==> config.mk <==
export PLATFORM = sky130hd
export DESIGN_NAME = push_buffer
export DESIGN_NICKNAME = d
export VERILOG_FILES = /design/src/rtl/push_buffer.sv
export SDC_FILE = /design/constraint.sdc
export NUM_CORES = 1
export LEC_CHECK = 0
export CORE_MARGIN = 4
export CORE_UTILIZATION = 50
export CTS_BUF_LIST = sky130_fd_sc_hd__clkbuf_4 sky130_fd_sc_hd__clkbuf_8
export DETAILED_ROUTE_END_ITERATION = 8
export GPL_TIMING_DRIVEN = 0
export PLACE_DENSITY = 0.74
export SYNTH_ARGS = -nofsm -noshare
export SYNTH_HDL_FRONTEND = slang
export SYNTH_SLANG_ARGS = --single-unit
==> constraint.sdc <==
create_clock -name clock -period 3.9 [get_ports clock]
set_clock_uncertainty 0.05 [all_clocks]
set_input_delay 0.39 -clock clock [delete_from_list [all_inputs] [get_ports clock]]
set_output_delay 0.39 -clock clock [all_outputs]
set_load 0.005 [all_outputs]
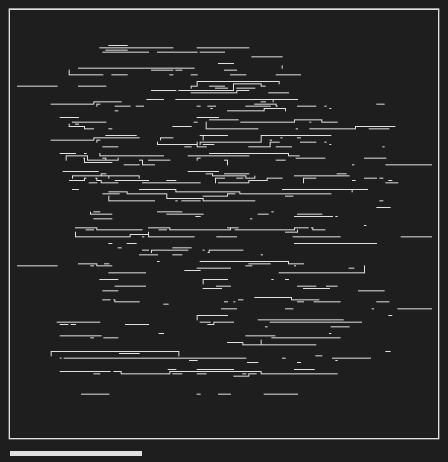
(signal wires on met1)
Bar = 20 microns.
share of all routed wire: 43%
longest straight run: 27.5 microns
wire length on this layer: 1090 microns
main direction: horizontal
nets with wire on the layer: 113
Vias: 796
drt total wl: 2530 microns
met1 usage: 0.163

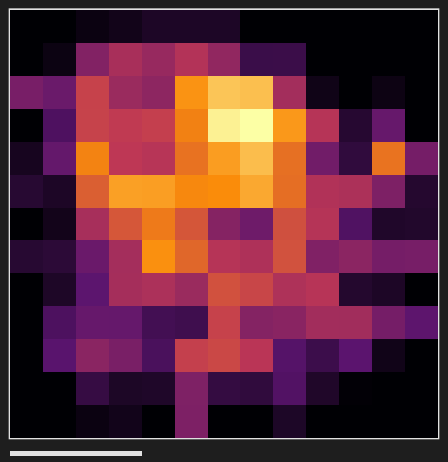
(routed metal per tile)
Bar = 20 microns. The die is cut into 13 by 13 equal tiles; black is low, pale yellow is high, scaled to the fullest tile. Values are wire area over tile area, all layers added.
tiles over half the peak: 22%
emptiest ninth of the die: upper right
mean over tiles: 0.096
nearly empty tiles: 22%
densest ninth of the die: center
fullest tile: 0.33
gr usage total: 0.142
DR WL/cell: 16.1 microns

==> flow_summary.yaml <==
# yosys + openroad results
synthesis:
  yosysTopAreaCellShare: 0.598
  logic_family: "multiplexers"
  synth_cells: 84
  yosys.area_share.simple: 0.0412
  yosys_area_sq_um: 1610
  top_cells_by_count: "edfxtp_1 (32), dfrtp_1 (8), mux4_2 (8), inv_1 (7), ha_1 (5)"
cells_and_area:
  ff_count: 40
  n_all_inverters: 7
  comb_area_sq_um: 405
  final_cell_area_sq_um: 1950
timing:
  setup_viol: 0
  fin_tns_setup_ns: 0
  max_freq_mhz: 419
clock_tree:
  cts_buffers: 5
  cts_hold_buf: 0
  cts_resized: 0
power:
  p_comb_frac: 0.364
  static-leakage-power_nw: 0.705
global_routing:
  gr-max-usage-layer: "met2"
  grt_antenna_before_repair: 0
  grt_max_degree: 13
placement:
  placedCellCount: 149
  placed_area_sq_um: 1870
  preCtsSetupSlack_ns: 1.21
outcome:
  status: "finished clean"
critical_path:
  rr_worst_depth: 8
  r2r_slack_ns: 1.63
floorplan:
  fp_util: 0.527
No activity file was given, so power comes from the tool's default toggle rates.
